==> src/rtl/uart_tx_sched.sv <==
// Round-robin scheduler that feeds bytes from NUM_REQ requesters into one UART transmitter.
// Latency: grant one cycle after req_valid is seen, req_ready the cycle after, tx_enable the cycle after that.
// Backpressure: a granted requester holds the transmitter until its last byte; tx_busy paces every byte.
module uart_tx_sched #(
  parameter int NUM_REQ      = 4,
  parameter int BUSY_TIMEOUT = 4096
) (
  input  logic                   clk,
  input  logic                   rst_n,
  input  logic [NUM_REQ-1:0]     req_valid,
  input  logic [8*NUM_REQ-1:0]   req_data,
  input  logic [NUM_REQ-1:0]     req_last,
  output logic [NUM_REQ-1:0]     req_ready,
  output logic [7:0]             tx_data,
  output logic                   tx_enable,
  input  logic                   tx_busy,
  output logic                   grant_valid,
  output logic [2:0]             grant_id,
  output logic                   err_timeout,
  output logic [15:0]            byte_count
);

  localparam int CW = (BUSY_TIMEOUT > 1) ? $clog2(BUSY_TIMEOUT) : 1;
  localparam logic [CW-1:0] TO_MAX = CW'(BUSY_TIMEOUT - 1);

  typedef enum logic [1:0] {S_IDLE, S_LOAD, S_START, S_WAIT} state_t;

  state_t        state_q, state_d;
  logic [2:0]    rr_ptr_q, rr_ptr_d;
  logic          grant_valid_q, grant_valid_d;
  logic [2:0]    grant_id_q, grant_id_d;
  logic [7:0]    tx_data_q, tx_data_d;
  logic          last_q, last_d;
  logic [CW-1:0] cnt_q, cnt_d;
  logic          err_timeout_q, err_timeout_d;
  logic [15:0]   byte_count_q, byte_count_d;

  logic [2*NUM_REQ-1:0] rot;
  logic                 arb_found;
  logic [3:0]           arb_off;
  logic [3:0]           arb_sum;
  logic [2:0]           arb_idx;
  logic                 sel_valid;
  logic [7:0]           sel_data;
  logic                 sel_last;
  logic [2:0]           nxt_ptr;

  // Rotate the request vector so index rr_ptr sits at bit 0, then take the lowest set bit.
  always_comb begin
    rot       = {req_valid, req_valid} >> rr_ptr_q;
    arb_found = 1'b0;
    arb_off   = 4'd0;
    for (int i = 0; i < NUM_REQ; i++) begin
      if (!arb_found && rot[i]) begin
        arb_found = 1'b1;
        arb_off   = 4'(i);
      end
    end
    arb_sum = {1'b0, rr_ptr_q} + arb_off;
    if (arb_sum >= 4'(NUM_REQ)) begin
      arb_sum = arb_sum - 4'(NUM_REQ);
    end
    arb_idx = arb_sum[2:0];
  end

  // Select the granted requester's byte, last flag and valid; compute the post-release pointer.
  always_comb begin
    sel_valid = 1'b0;
    sel_data  = 8'h00;
    sel_last  = 1'b0;
    for (int i = 0; i < NUM_REQ; i++) begin
      if (grant_id_q == 3'(i)) begin
        sel_valid = req_valid[i];
        sel_data  = req_data[8*i +: 8];
        sel_last  = req_last[i];
      end
    end
    nxt_ptr = (grant_id_q == 3'(NUM_REQ - 1)) ? 3'd0 : grant_id_q + 3'd1;
  end

  // Next-state and output logic of the scheduling FSM.
  always_comb begin
    state_d       = state_q;
    rr_ptr_d      = rr_ptr_q;
    grant_valid_d = grant_valid_q;
    grant_id_d    = grant_id_q;
    tx_data_d     = tx_data_q;
    last_d        = last_q;
    cnt_d         = '0;
    err_timeout_d = 1'b0;
    byte_count_d  = byte_count_q;
    req_ready     = '0;
    tx_enable     = 1'b0;
    case (state_q)
      S_IDLE: begin
        if (arb_found) begin
          grant_valid_d = 1'b1;
          grant_id_d    = arb_idx;
          state_d       = S_LOAD;
        end
      end
      S_LOAD: begin
        // Grant is held while the owner has no byte: packets never interleave.
        if (sel_valid) begin
          for (int i = 0; i < NUM_REQ; i++) begin
            req_ready[i] = (grant_id_q == 3'(i));
          end
          tx_data_d = sel_data;
          last_d    = sel_last;
          state_d   = S_START;
        end
      end
      S_START: begin
        tx_enable = 1'b1;
        if (tx_busy) begin
          state_d = S_WAIT;
          if (byte_count_q != 16'hFFFF) begin
            byte_count_d = byte_count_q + 16'd1;
          end
        end else if (cnt_q == TO_MAX) begin
          // Transmitter never responded: drop the byte and free the grant.
          err_timeout_d = 1'b1;
          grant_valid_d = 1'b0;
          rr_ptr_d      = nxt_ptr;
          state_d       = S_IDLE;
        end else begin
          cnt_d = cnt_q + 1'b1;
        end
      end
      S_WAIT: begin
        if (!tx_busy) begin
          if (last_q) begin
            grant_valid_d = 1'b0;
            rr_ptr_d      = nxt_ptr;
            state_d       = S_IDLE;
          end else begin
            state_d = S_LOAD;
          end
        end
      end
      default: state_d = S_IDLE;
    endcase
  end

  // State and datapath registers with asynchronous clear.
  always_ff @(posedge clk or negedge rst_n) begin
    if (!rst_n) begin
      state_q       <= S_IDLE;
      rr_ptr_q      <= 3'd0;
      grant_valid_q <= 1'b0;
      grant_id_q    <= 3'd0;
      tx_data_q     <= 8'h00;
      last_q        <= 1'b0;
      cnt_q         <= '0;
      err_timeout_q <= 1'b0;
      byte_count_q  <= 16'd0;
    end else begin
      state_q       <= state_d;
      rr_ptr_q      <= rr_ptr_d;
      grant_valid_q <= grant_valid_d;
      grant_id_q    <= grant_id_d;
      tx_data_q     <= tx_data_d;
      last_q        <= last_d;
      cnt_q         <= cnt_d;
      err_timeout_q <= err_timeout_d;
      byte_count_q  <= byte_count_d;
    end
  end

  assign tx_data     = tx_data_q;
  assign grant_valid = grant_valid_q;
  assign grant_id    = grant_id_q;
  assign err_timeout = err_timeout_q;
  assign byte_count  = byte_count_q;

endmodule

==> config.mk <==
export PLATFORM = sky130hd
export DESIGN_NAME = uart_tx_sched
export DESIGN_NICKNAME = d
export VERILOG_FILES = /design/src/rtl/uart_tx_sched.sv
export SDC_FILE = /design/constraint.sdc
export NUM_CORES = 1
export LEC_CHECK = 0
export CELL_PAD_IN_SITES_DETAIL_PLACEMENT = 1
export CELL_PAD_IN_SITES_GLOBAL_PLACEMENT = 1
export CORE_MARGIN = 5
export CORE_UTILIZATION = 37
export DETAILED_ROUTE_END_ITERATION = 10
export PLACE_DENSITY = 0.81
export RECOVER_POWER = 100
export SYNTH_ARGS = -nofsm -noshare
export SYNTH_HDL_FRONTEND = slang
export SYNTH_SLANG_ARGS = --single-unit
==> constraint.sdc <==
create_clock -name clk -period 2.7 [get_ports clk]
set_input_delay 0.81 -clock clk [delete_from_list [all_inputs] [get_ports clk]]
set_output_delay 0.81 -clock clk [all_outputs]
set_load 0.03 [all_outputs]
run_1/pins.png
The bar under the picture is 20 µm long. Pins as bars across the die edge, other pins in grey.
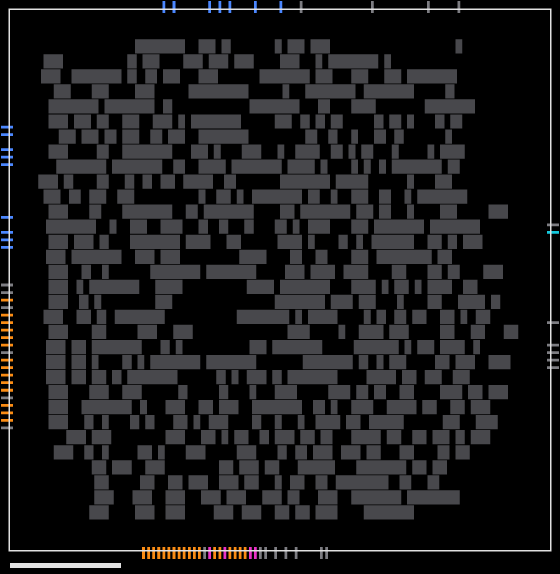
Key: blue = `byte_count` [pins 16, direction output, edge 9 left, 7 top]; cyan = `err_timeout` [pins 1, direction output, edge right]; magenta = `req_last` [pins 4, direction input, edge bottom]; orange = `req_data` [pins 32, direction input, edge 18 bottom, 14 left]
All pins by edge: 30 bottom, 29 left, 11 top, 7 right.
count of buffers from port buffering: 76
Die Y: 97.7 µm
die outline width: 97.7 µm

run_1/met1.png
The bar under the picture is 20 µm long.
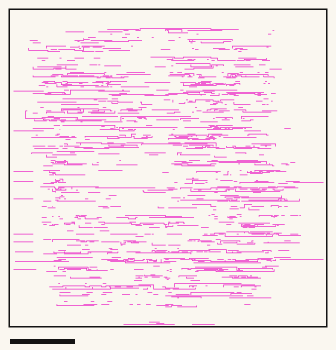
The longest straight run is 23.9 µm. 403 nets have wire on it. The layer carries 3600 µm of wire.
via count of the routed design: 2556
total detailed-routing wirelength: 8.29 mm
global routing met1 resource utilization: 0.223

run_1/final_clocks.png
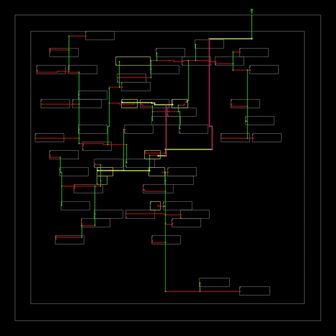
clock sinks: 47
number of clock buffers inserted by TritonCTS: 5
clock buf count: 5
worst clock skew on the final layout: 0.00948 ns

## run 1: metal layers
metal	wire length [µm]	global-route usage
met4	116	0.0437
met1	3600	0.223
met2	4220	0.322
met3	342	0.0424
met5	0	0
## run 1: timing repair
action | in CTS | in global routing
pin swaps | 7 | 8
setup buffers | 4 | 0
gates resized | 20 | 12
setup endpoints to repair | 6 | 6
## run 1: tightest hold or removal path, cell delays in order, from the launching register on
cell	delay, ns
dfrtp_1	0.35
nand2_1	0.05
o21ai_1	0.06
## run 1: worst paths after layout
check	endpoint	slack, ns	depth (start not counted)
worst max-delay path	req_ready[0]	-0.21	7
worst min-delay path	tx_data[7]	0.49	2
worst max register to register	grant_id[1]	0.18	8
worst min register to register	tx_data[7]	0.49	2
max in group asynchronous	tx_data[1]	0.53	2
min in group asynchronous	cnt_q[7]	0.82	1
==> results_tabular.tex, run 1 <==
% Auto-generated results table
\begin{tabular}{lr}
\hline
Metric & Value \\
\hline
\multicolumn{2}{l}{\textbf{Run status}} \\
\quad Run status & finished with violations \\
\quad Failing checks & negative setup slack \\
\multicolumn{2}{l}{\textbf{Layout}} \\
\quad Buffers, non-clock & 105 \\
\quad \# nets final & 444 \\
\quad Largest contributor to cell area by class & logic gates \\
\quad Most frequent standard cell in the layout excluding fill and tap cells & clkdlybuf4s50\_1 \\
\quad Share of final layout cell area taken by clock buffers and inverters & 0.0286 \\
\quad Area of all placed cells without fillers & 0.00408 mm² \\
\quad Flop count & 47 \\
\quad Share of cells above drive strength 1 & 0.190 \\
\multicolumn{2}{l}{\textbf{STA}} \\
\quad Count of final setup violators & 3 \\
\quad Final WS setup & -0.209 ns \\
\quad Number of failing hold endpoints at the final stage & 0 \\
\quad Worst hold margin & 0.492 ns \\
\multicolumn{2}{l}{\textbf{Min path}} \\
\quad Startpoint of the worst hold path & tx\_data[7] \\
\multicolumn{2}{l}{\textbf{Setup path}} \\
\quad Setup crit start & grant\_id[1] \\
\quad Source of the worst register-to-register timing path & rr\_ptr\_q[1] \\
\quad Max FO, Critical Path & 4 \\
\quad Type of element capturing the critical path & output port \\
\multicolumn{2}{l}{\textbf{Pwr}} \\
\quad Pwr Density & 944 mW/mm² \\
\quad Flop pwr share & 0.273 \\
\quad Clock network fraction of total power & 0.140 \\
\quad Net switching power of the design & 1.67 mW \\
\quad Sequential group power & 1.05 mW \\
\quad Reported combinational group power & 2.26 mW \\
\multicolumn{2}{l}{\textbf{Synthesis}} \\
\quad Number of synthesized flops with an enable pin & 0 \\
\quad Area fraction in mux cells & 0.0453 \\
\quad Adders+Majority by Area & 0.0598 \\
\quad Async set-or-reset flop fraction in the synthesized netlist & 1.00 \\
\quad Cell type with the largest total area & dfrtp\_1 \\
\quad Yosys Warn Count & 0 \\
\quad Count of unique library cells instantiated by Yosys & 54 \\
\multicolumn{2}{l}{\textbf{Floorplanning}} \\
\quad Core region area & 0.00761 mm² \\
\multicolumn{2}{l}{\textbf{Placed design}} \\
\quad Global placer's final weighted congestion & 0.823 \\
\multicolumn{2}{l}{\textbf{Detailed routing}} \\
\quad Detailed-route DRC error count & 0 \\
\quad Average routed wire per standard cell & 16.9 µm \\
\multicolumn{2}{l}{\textbf{Global route}} \\
\quad Largest net degree at the start of global routing & 26 \\
\hline
\end{tabular}
run_1/zoom.png
The bar under the picture is 20 µm long. Window x 24 to 74, y 43 to 93 µm. Cells in grey, sequential cells in the stronger grey; small squares are vias.
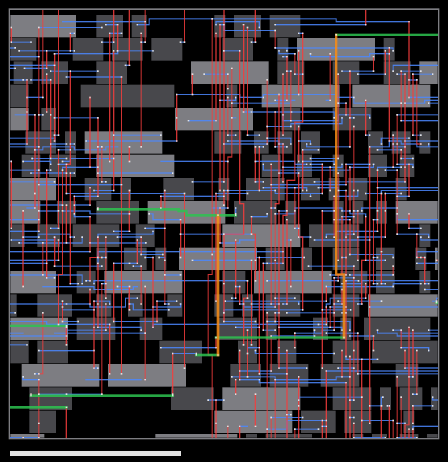

## Run 2: what changed since run 1
--- a/config.mk
+++ b/config.mk
@@ -5,7 +5,7 @@
 export SDC_FILE = /design/constraint.sdc
 export NUM_CORES = 1
 export LEC_CHECK = 0
-export CELL_PAD_IN_SITES_DETAIL_PLACEMENT = 1
+export CELL_PAD_IN_SITES_DETAIL_PLACEMENT = 0
 export CELL_PAD_IN_SITES_GLOBAL_PLACEMENT = 1
 export CORE_MARGIN = 5
 export CORE_UTILIZATION = 37
run_2/zoom.png
The bar under the picture is 20 µm long. Window x 24 to 74, y 43 to 93 µm. Cells in grey, sequential cells in the stronger grey; small squares are vias.
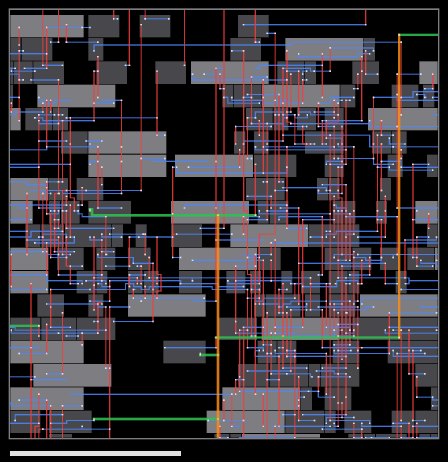
Key: orange = met4; blue = met1; red = met2; green = met3
Most frequent: dfrtp_1 (20), nor2_1 (15). Netlist names of flops here include `cnt_q` (8), `byte_count` (7), `state_q` (2). 128 logic cells have their middle in the window. Sequential cells in the window: 20.

==> run 2 against run 1 <==
Compared with the run above:
- the run still ends with negative setup slack left
- sequential power is essentially flat
- worst setup slack lost 0.0012 ns
- final cell count grew 0.20%
- first-iteration DRC count grew 18%
- via count shrank 0.98%
- hold slack lost 0.011 ns
- largest cell class unchanged
- largest power group unchanged
- highest routed layer unchanged
==> results_tabular.tex, run 2 <==
% Auto-generated results table
\begin{tabular}{lr}
\hline
Metric & Value \\
\hline
\multicolumn{2}{l}{\textbf{Floorplanning}} \\
\quad Die outline width & 97.7 µm \\
\quad Core region area & 0.00761 mm² \\
\multicolumn{2}{l}{\textbf{Layout}} \\
\quad Most frequent standard cell in the layout excluding fill and tap cells & clkdlybuf4s50\_1 \\
\quad Share of cells above drive strength 1 & 0.179 \\
\quad Area of all placed cells without fillers & 0.00407 mm² \\
\quad \# nets final & 446 \\
\multicolumn{2}{l}{\textbf{Setup path}} \\
\quad Max FO, Critical Path & 4 \\
\quad Setup crit start & req\_valid[1] \\
\quad Number of cells traversed by the worst register-to-register path & 9 \\
\quad Type of element capturing the critical path & output port \\
\quad CP endpoint & req\_ready[0] \\
\quad Source of the worst register-to-register timing path & rr\_ptr\_q[0] \\
\multicolumn{2}{l}{\textbf{Global route}} \\
\quad Largest net degree at the start of global routing & 26 \\
\multicolumn{2}{l}{\textbf{Pwr}} \\
\quad Clock network fraction of total power & 0.135 \\
\quad Pwr Density & 919 mW/mm² \\
\quad Net switching power of the design & 1.59 mW \\
\quad Flop pwr share & 0.280 \\
\quad Sequential group power & 1.05 mW \\
\quad Reported combinational group power & 2.19 mW \\
\multicolumn{2}{l}{\textbf{STA}} \\
\quad Final WS setup & -0.210 ns \\
\quad Worst clock skew on the final layout & 0.00891 ns \\
\quad Count of final setup violators & 3 \\
\quad Worst hold margin & 0.481 ns \\
\quad Number of failing hold endpoints at the final stage & 0 \\
\multicolumn{2}{l}{\textbf{Clock network}} \\
\quad Post CTS Setup Buffer Count & 5 \\
\quad Number of clock buffers inserted by TritonCTS & 5 \\
\quad Post-CTS resize count & 19 \\
\multicolumn{2}{l}{\textbf{Detailed routing}} \\
\quad Via count of the routed design & 2531 \\
\quad Average routed wire per standard cell & 15.0 µm \\
\quad Detailed-route DRC error count & 0 \\
\quad Number of optimization iterations in the first detailed-route pass & 4 \\
\multicolumn{2}{l}{\textbf{Synthesis}} \\
\quad Area fraction in mux cells & 0.0453 \\
\quad Number of synthesized flops with an enable pin & 0 \\
\quad Async set-or-reset flop fraction in the synthesized netlist & 1.00 \\
\quad Yosys Warn Count & 0 \\
\multicolumn{2}{l}{\textbf{Run status}} \\
\quad Failing checks & negative setup slack \\
\quad Run status & finished with violations \\
\multicolumn{2}{l}{\textbf{Min path}} \\
\quad Hold EP & tx\_data[2] \\
\quad Startpoint of the worst hold path & tx\_data[2] \\
\quad Hold path depth & 2 \\
\multicolumn{2}{l}{\textbf{Placed design}} \\
\quad Global placer's final weighted congestion & 0.823 \\
\quad Count of buffers from port buffering & 76 \\
\hline
\end{tabular}
run_2/met1.png
The bar under the picture is 20 µm long.
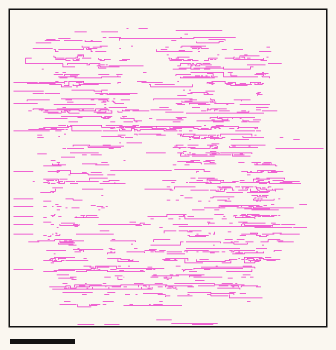
The layer carries 3240 µm of wire. The wires run mostly horizontal. The longest straight run is 30.8 µm. 399 nets have wire on it.
total detailed-routing wirelength: 7.40 mm
global routing met1 resource utilization: 0.201

run 2: cell counts after synthesis:
No cell type changed its count.
run 2: critical path, cell delays in order:
cell,delay (ns)
clkdlybuf4s15_1,0.20
a21oi_1,0.08
a211o_1,0.31
a211o_4,0.36
nor3b_4,0.19
buf_6,0.15
run 2: cell type report:
type | instances | area share
clock inverter | 2 | 0.00923
multi-input combinational | 222 | 0.405
inverter | 7 | 0.00708
sequential | 47 | 0.290
clock buffer | 5 | 0.0169
tap | 102 | 0.0314
timing repair buffer | 107 | 0.240
run 2: layer usage:
layer	wire length (µm)	GRT usage	vias up
li1	-	-	1245
met1	3240	0.201	1231
met2	3690	0.278	47
met3	380	0.0452	8
met4	83	0.0383	0
met5	0	0	-
Power figures rest on the tool's default switching activity, not on a simulated workload.
